--- config.mk ---
export PLATFORM = sky130hd
export DESIGN_NAME = alu_phase_ctrl
export DESIGN_NICKNAME = d
export VERILOG_FILES = /design/src/rtl/alu_ctrl_pkg.sv /design/src/rtl/alu_iter_cnt.sv /design/src/rtl/alu_phase_ctrl.sv
export SDC_FILE = /design/constraint.sdc
export NUM_CORES = 1
export LEC_CHECK = 0
export CORE_AREA = 4 4 41 43
export DETAILED_ROUTE_END_ITERATION = 12
export DIE_AREA = 0 0 45 47
export PLACE_DENSITY = 0.79
export SKIP_CTS_REPAIR_TIMING = 1
export SLEW_MARGIN = 20
export SYNTH_ARGS = -nofsm -noshare
export SYNTH_HDL_FRONTEND = slang
export SYNTH_HIERARCHICAL = 1
export SYNTH_SLANG_ARGS = --single-unit
--- constraint.sdc ---
create_clock -name CLK -period 3.3 [get_ports CLK]
set_input_delay 0.495 -clock CLK [delete_from_list [all_inputs] [get_ports CLK]]
set_output_delay 0.495 -clock CLK [all_outputs]
set_load 0.005 [all_outputs]
--- src/rtl/alu_ctrl_pkg.sv ---
// Shared opcode and phase-index constants for the ALU phase controller.
package alu_ctrl_pkg;
    localparam logic [1:0] OP_ADD = 2'b00;
    localparam logic [1:0] OP_SUB = 2'b01;
    localparam logic [1:0] OP_MUL = 2'b10;
    localparam logic [1:0] OP_RSV = 2'b11;

    localparam int NUM_PH = 6;
    localparam int PH_FI0 = 0;
    localparam int PH_FI1 = 1;
    localparam int PH_FI2 = 2;
    localparam int PH_FI3 = 3;
    localparam int PH_FI4 = 4;
    localparam int PH_FI5 = 5;
endpackage

--- src/rtl/alu_iter_cnt.sv ---
// Multiply iteration counter: clear, increment, saturate at WIDTH-1 with terminal count.
module alu_iter_cnt #(
    parameter int WIDTH = 8,
    parameter int CNT_W = 3
) (
    input  logic             clk,
    input  logic             rst,
    input  logic             clr,
    input  logic             inc,
    output logic [CNT_W-1:0] cnt,
    output logic             tc
);
    assign tc = (cnt == CNT_W'(WIDTH - 1));

    always_ff @(posedge clk) begin
        if (rst || clr)
            cnt <= '0;
        else if (inc && !tc)
            cnt <= cnt + 1'b1;
    end
endmodule

--- src/rtl/alu_phase_ctrl.sv ---
// Decodes sequencer phase, latched opcode and datapath status into ALU strobes;
// owns BUSY/ERR state and requests loop exit via END.
module alu_phase_ctrl
    import alu_ctrl_pkg::*;
#(
    parameter int WIDTH = 8
) (
    input  logic       CLK,
    input  logic       RST,
    input  logic       fi0,
    input  logic       fi1,
    input  logic       fi2,
    input  logic       fi3,
    input  logic       fi4,
    input  logic       fi5,
    input  logic [1:0] OP,
    input  logic       Q0,
    output logic       LD_B,
    output logic       LD_Q,
    output logic       CLR_A,
    output logic       ADD_EN,
    output logic       SUB_EN,
    output logic       SHR,
    output logic       WR_RES,
    output logic       DONE,
    output logic       END,
    output logic       BUSY,
    output logic       ERR
);
    localparam int CNT_W = (WIDTH > 1) ? $clog2(WIDTH) : 1;

    logic [NUM_PH-1:0] ph;
    logic [1:0]        op_r;
    logic              busy_r;
    logic              err_r;
    logic [CNT_W-1:0]  cnt;
    logic              tc;
    logic              err_set;

    assign ph      = {fi5, fi4, fi3, fi2, fi1, fi0};
    assign err_set = !$onehot(ph) || (ph[PH_FI1] && OP == OP_RSV);

    always_ff @(posedge CLK) begin
        if (RST) begin
            op_r   <= OP_ADD;
            busy_r <= 1'b0;
            err_r  <= 1'b0;
        end else begin
            // fi1 always re-arms, even mid-operation (restart without fi5)
            if (ph[PH_FI1]) begin
                op_r   <= OP;
                busy_r <= 1'b1;
            end else if (ph[PH_FI5]) begin
                busy_r <= 1'b0;
            end
            if (err_set)
                err_r <= 1'b1;
        end
    end

    alu_iter_cnt #(.WIDTH(WIDTH), .CNT_W(CNT_W)) u_iter_cnt (
        .clk (CLK),
        .rst (RST),
        .clr (ph[PH_FI1]),
        .inc (ph[PH_FI3] && op_r == OP_MUL),
        .cnt (cnt),
        .tc  (tc)
    );

    always_comb begin
        LD_B   = 1'b0;
        LD_Q   = 1'b0;
        CLR_A  = 1'b0;
        ADD_EN = 1'b0;
        SUB_EN = 1'b0;
        SHR    = 1'b0;
        WR_RES = 1'b0;
        DONE   = 1'b0;
        END    = 1'b0;
        if (!RST) begin
            // an error freezes the datapath but still lets the sequencer drain
            if (!err_r) begin
                LD_B   = ph[PH_FI1];
                LD_Q   = ph[PH_FI1];
                CLR_A  = ph[PH_FI1];
                ADD_EN = ph[PH_FI2] && (op_r == OP_ADD || (op_r == OP_MUL && Q0));
                SUB_EN = ph[PH_FI2] && op_r == OP_SUB;
                SHR    = ph[PH_FI3] && op_r == OP_MUL;
                WR_RES = ph[PH_FI4];
            end
            DONE = ph[PH_FI5];
            END  = (ph[PH_FI3] && (op_r != OP_MUL || tc)) || (err_r && busy_r);
        end
    end

    assign BUSY = busy_r && !RST;
    assign ERR  = err_r && !RST;
endmodule

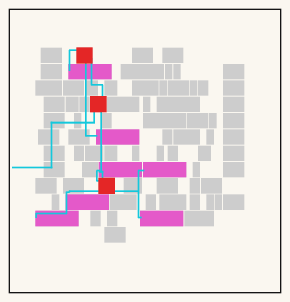
run_1/clock_wires.png
(6 px per um)
Key: red = clock-net drivers [count 3]; magenta = flip-flops [count 7]; cyan = clock wires [length 106 um]
There are 4 routed clock nets.
clock latency on the worst-skew pair: 250 ps
power of the clock network: 0.0000782 W
clock share of power: 32.1%

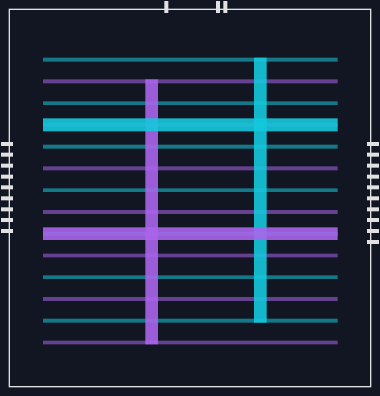
run_1/floorplan.png
(8 px per um) Pins as bars on the die edge.
Key: cyan = VDD; purple = VSS
22 signal pins sit on the boundary. 14 met1 rails follow the rows. 2 straps on met4. The core has 13 rows. 2 straps on met5.
Max VDD drop: 0.1993 mV
area of the core: 1301 sq um
Die X-Extent: 45 um

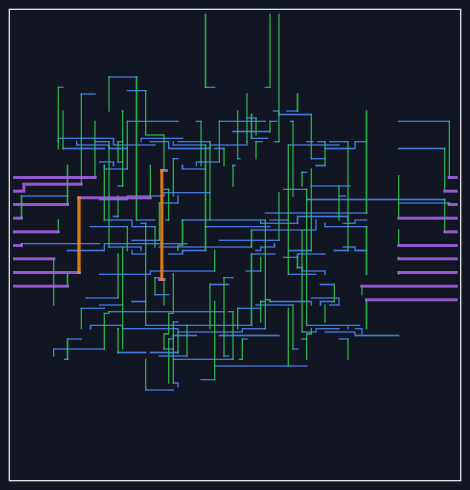
run_1/layers.png
(10 px per um)
Key: orange = M4 [wire length 18.4 um]; purple = M3 [wire length 94.8 um]; blue = M1 [wire length 447 um]; green = M2 [wire length 455 um]
Wirelength per Cell: 10.79 um
overall via count from detail_route: 451
all-layer global routing usage: 11.98%
total wirelength of the detailed-routed design: 1014 um

==> flow_metrics.env, run 1 <==
# flow metrics
export IMPL_grt_start_max_net_pins=16
export IMPL_clkSlewWorstSetupHoldPaths_ps=60
export IMPL_place_detailed_hpwl_um=853
export IMPL_required_ps=3410
export IMPL_leakagePower_nw=0.3142
export IMPL_n_all_inverters=8
export IMPL_via_per_inst=4.798
export IMPL_final_clkbuf_count=3
export IMPL_sh_seq_area_pct=18.51
export IMPL_maxCapViolCount=0
export IMPL_synth_seq_cells=7
export IMPL_route_detailed_drc=0
export IMPL_power_density_nw_per_um2=321.8
export IMPL_max_slew_headroom_at_the_worst_pin_pct=63.99
export IMPL_worst_path_most_repeated_cell="sky130_fd_sc_hd__fa_1"
export IMPL_critical_path_max_stage_delay_ps=500
export IMPL_status="finished, final reports clean"
export IMPL_fillerInstances=135
export IMPL_timing_final_setup_violations=0
export IMPL_antenna_found_initial=0
export IMPL_timing_worst_setup_path_type="input pin to register"
export IMPL_ys_cells=56
export IMPL_drt_iter0_markers=3
export IMPL_ff_count=7
export IMPL_number_of_distinct_library_cells_after_synthesis=24
export IMPL_placed_cells_incl_taps=90
export IMPL_hold_violations=0
export IMPL_yosys_area_sq_um=513.0
export IMPL_holdCritPathClass="register to register"
export IMPL_cts_tree="yes"
export IMPL_postSynthSeqShare_pct=27.32
export IMPL_yosys_warnings=6
export IMPL_cp_arrival_ps=3010
export IMPL_setup_total_negative_slack_ps=0
export IMPL_syn_cell_area_sq_um=513.0
export IMPL_worstMarginPinSlew_ps=538.5
export IMPL_vias_in_the_first_global_route=452
export IMPL_grt_ovfl_total=0
export IMPL_final_design_area_no_fill_sq_um=757.0
export IMPL_timing_final_crit_share_pct=87.87
export IMPL_clock_root_buffer="sky130_fd_sc_hd__clkbuf_4"
export IMPL_place_gp_congestion=0.6842
[run 1: worst paths after layout]
path / start / end / slack [ps] / cells past startpoint
worst min register to register: busy_r$_SDFFE_PP0P_ / busy_r$_SDFFE_PP0P_ / 510 / 2
worst max register to register: u_iter_cnt/cnt[0]$_SDFFE_PP0P_ / u_iter_cnt/cnt[1]$_SDFFE_PP0P_ / 2020 / 5
worst max-delay path: fi1 / err_r$_SDFFE_PP0P_ / 400 / 9
worst min-delay path: busy_r$_SDFFE_PP0P_ / busy_r$_SDFFE_PP0P_ / 510 / 2
[run 1: cells in the final DEF, fill, tap and decap left out, types with 3 or more instances in the layout]
master and instances:
sky130_fd_sc_hd__nor3_1 5, sky130_fd_sc_hd__dfxtp_1 7, sky130_fd_sc_hd__clkdlybuf4s50_1 21, sky130_fd_sc_hd__nor2b_1 3, sky130_fd_sc_hd__nor2_1 5, sky130_fd_sc_hd__mux2i_1 4, sky130_fd_sc_hd__fa_1 3, sky130_fd_sc_hd__clkbuf_4 3
sky130_fd_sc_hd__ha_1 3, sky130_fd_sc_hd__inv_1 7, sky130_fd_sc_hd__a21oi_1 3
[run 1: cells by family (layout without fill, tap and decap cells)]
family	after synthesis	in the layout	share of synthesized area, %
AND/OR/NAND/NOR	23	23	30.49
buffers and inverters	11	34	9.755
flip-flops	7	7	27.32
adder cells (fa/ha/maj)	6	6	19.03
AND-OR/OR-AND	4	4	3.901
multiplexers	4	4	7.805
XOR/XNOR	1	1	1.708
[run 1: power by group]
part / internal [W] / switching [W] / total (W)
logic: 0.0000422 / 0.0000288 / 0.0000710
clock network: 0.0000444 / 0.0000338 / 0.0000782
registers: 0.0000886 / 0.00000584 / 0.0000944
[run 1: registers in the layout (all words and copies together), names as in the netlist]
name and flops:
err_r 1, op_r 2, u_iter_cnt/cnt 3, busy_r 1
[run 1: synth_stat cells]
library cell,count
sky130_fd_sc_hd__nand2b_2,1
sky130_fd_sc_hd__mux2i_1,4
sky130_fd_sc_hd__inv_1,7
sky130_fd_sc_hd__nand2_1,1
sky130_fd_sc_hd__dfxtp_1,7
sky130_fd_sc_hd__nor4_2,1
sky130_fd_sc_hd__nor2_1,5
sky130_fd_sc_hd__buf_2,1
sky130_fd_sc_hd__fa_1,3
sky130_fd_sc_hd__nor2_2,1
sky130_fd_sc_hd__nand3_1,1
sky130_fd_sc_hd__buf_4,2
sky130_fd_sc_hd__nor3b_2,1
sky130_fd_sc_hd__nor2b_1,3
sky130_fd_sc_hd__nor4b_2,1
sky130_fd_sc_hd__xnor2_1,1
sky130_fd_sc_hd__nor3_2,1
sky130_fd_sc_hd__ha_1,3
sky130_fd_sc_hd__o21ai_1,1
sky130_fd_sc_hd__nor2b_4,1
sky130_fd_sc_hd__nand2_2,1
sky130_fd_sc_hd__inv_2,1
sky130_fd_sc_hd__a21oi_1,3
sky130_fd_sc_hd__nor3_1,5
[run 1: routing by layer]
| metal | wire length, um | vias up | GRT usage (%) |
|---|---|---|---|
| met5 | 0 | - | 0 |
| met4 | 18 | 0 | 7.018 |
| met3 | 94 | 4 | 4.215 |
| met2 | 454 | 21 | 19.49 |
| met1 | 446 | 199 | 13.59 |
| li1 | - | 227 | - |
==> run 1 -> run 2 <==
--- a/config.mk
+++ b/config.mk
@@ -10,7 +10,7 @@
 export DIE_AREA = 0 0 45 47
 export PLACE_DENSITY = 0.79
 export SKIP_CTS_REPAIR_TIMING = 1
-export SLEW_MARGIN = 20
+export SLEW_MARGIN = 25
 export SYNTH_ARGS = -nofsm -noshare
 export SYNTH_HDL_FRONTEND = slang
 export SYNTH_HIERARCHICAL = 1
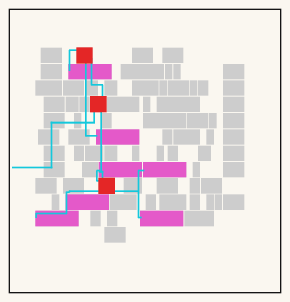
run_2/clock_wires.png
(6 px per um)
Key: cyan = clock wires [length 106 um]; red = clock-net drivers [count 3]; magenta = flip-flops [count 7]
There are 4 routed clock nets.
Setup Skew: 6.860 ps

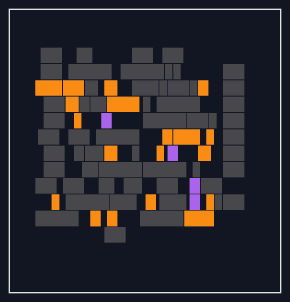
run_2/gates.png
(6 px per um)
Key: orange = nor cells [cells 19]; purple = aoi and oai cells [cells 4, most used a21oi_1]
fraction of standard cell area in multi-input logic: 42.64%
final non-filler cell total: 94

==> flow_metrics.env, run 2 <==
# flow metrics
export IMPL_status="finished, final reports clean"
export IMPL_rr_worst_depth=5
export IMPL_mux_area_share_pct=7.805
export IMPL_routed_wirelength_um=1014
export IMPL_power_combinational_fraction_pct=29.2
export IMPL_number_of_distinct_library_cells_after_synthesis=24
export IMPL_vias_in_the_first_global_route=452
export IMPL_largest_register_ffs=3
export IMPL_die_size_x_um=45
export IMPL_synth_seq_cells=7
export IMPL_biggest_registers_after_layout="u_iter_cnt/cnt (3), op_r (2)"
export IMPL_cp_arrival_ps=3010
export IMPL_most_common_layout_cells="sky130_fd_sc_hd__clkdlybuf4s50_1, sky130_fd_sc_hd__inv_1, sky130_fd_sc_hd__dfxtp_1, sky130_fd_sc_hd__nor2_1, sky130_fd_sc_hd__nor3_1"
export IMPL_yosys_area_sq_um=513.0
export IMPL_antenna_found_initial=0
export IMPL_netSwitchingFraction_pct=28.10
export IMPL_post_synth_and_or_nand_nor_area_fraction_pct=30.49
export IMPL_ys_cells=56
export IMPL_max_vdd_ir_drop_mv=0.1993
export IMPL_total_net_switching_power_w=0.00006845
export IMPL_cts_tree="yes"
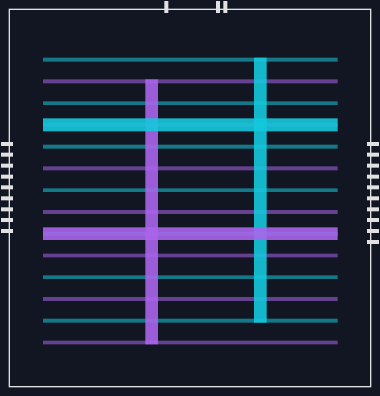
run_2/floorplan.png
(8 px per um) Pins as bars on the die edge.
Key: purple = VSS; cyan = VDD
2 straps on met5. 2 straps on met4. The core has 13 rows. 14 met1 rails follow the rows. 22 signal pins sit on the boundary.
vertical die dimension: 47 um

[run 2: cell counts after synthesis]
Identical to the previous run, type by type.
[run 2: final cells by class]
type                            instances  area, sq um
Inverter                                8        30.03
Timing Repair Buffer                   22        217.7
Clock inverter                          1        5.005
Fill cell                             135        544.3
Multi-Input combinational cell         38        322.8
Tap cell                               15        18.77
Sequential cell                         7        140.1
Clock buffer                            3        22.52
[run 2: worst paths after layout]
path	from	slack (ps)	to
max reg2reg	u_iter_cnt/cnt[0]$_SDFFE_PP0P_	2020	u_iter_cnt/cnt[1]$_SDFFE_PP0P_
min	busy_r$_SDFFE_PP0P_	510	busy_r$_SDFFE_PP0P_
min reg2reg	busy_r$_SDFFE_PP0P_	510	busy_r$_SDFFE_PP0P_
max	fi1	400	err_r$_SDFFE_PP0P_
[run 2: power by group through the flow]
stage          clock network [W]  registers (W)  logic (W)
6_report               0.0000782      0.0000944  0.0000710
5_1_grt                0.0000882      0.0000952  0.0000803
2_1_floorplan                  0      0.0000948  0.0000392
3_3_place_gp                   0      0.0000962  0.0000707
4_1_cts                0.0000817      0.0000944  0.0000729
3_5_place_dp                   0      0.0000962  0.0000721
[run 2: per-stage QoR]
step                      util (%)  cells
after floorplan                  -     56
after global placement       56.06     90
after detailed placement     56.06     90
after CTS                    58.17     94
after global routing         58.17     94
final                        58.17     94
[run 2: critical path: stages]
cell and delay, ps:
sky130_fd_sc_hd__clkdlybuf4s50_1 500, sky130_fd_sc_hd__inv_2 50, sky130_fd_sc_hd__fa_1 460, sky130_fd_sc_hd__fa_1 490, sky130_fd_sc_hd__inv_1 40, sky130_fd_sc_hd__ha_1 180, sky130_fd_sc_hd__fa_1 450, sky130_fd_sc_hd__nor4b_2 250
sky130_fd_sc_hd__a21oi_1 80
[run 2: cells by family (layout without fill, tap and decap cells)]
group | after synthesis | in the layout
xor gates and xnor gates | 1 | 1
and+or+nand+nor | 23 | 23
buffers and inverters | 11 | 34
AOI/OAI and AO/OA | 4 | 4
muxes | 4 | 4
DFF | 7 | 7
adders and majority gates | 6 | 6
[run 2: routing by layer]
| metal | vias up | part of all wire (%) | track usage [%] |
|---|---|---|---|
| met5 | - | 0 | 0 |
| met4 | 0 | 1.8 | 7.018 |
| met3 | 4 | 9.3 | 4.215 |
| met2 | 21 | 45 | 19.49 |
| met1 | 199 | 44 | 13.59 |
| li1 | 227 | - | - |
Power and IR drop assume default switching activity.
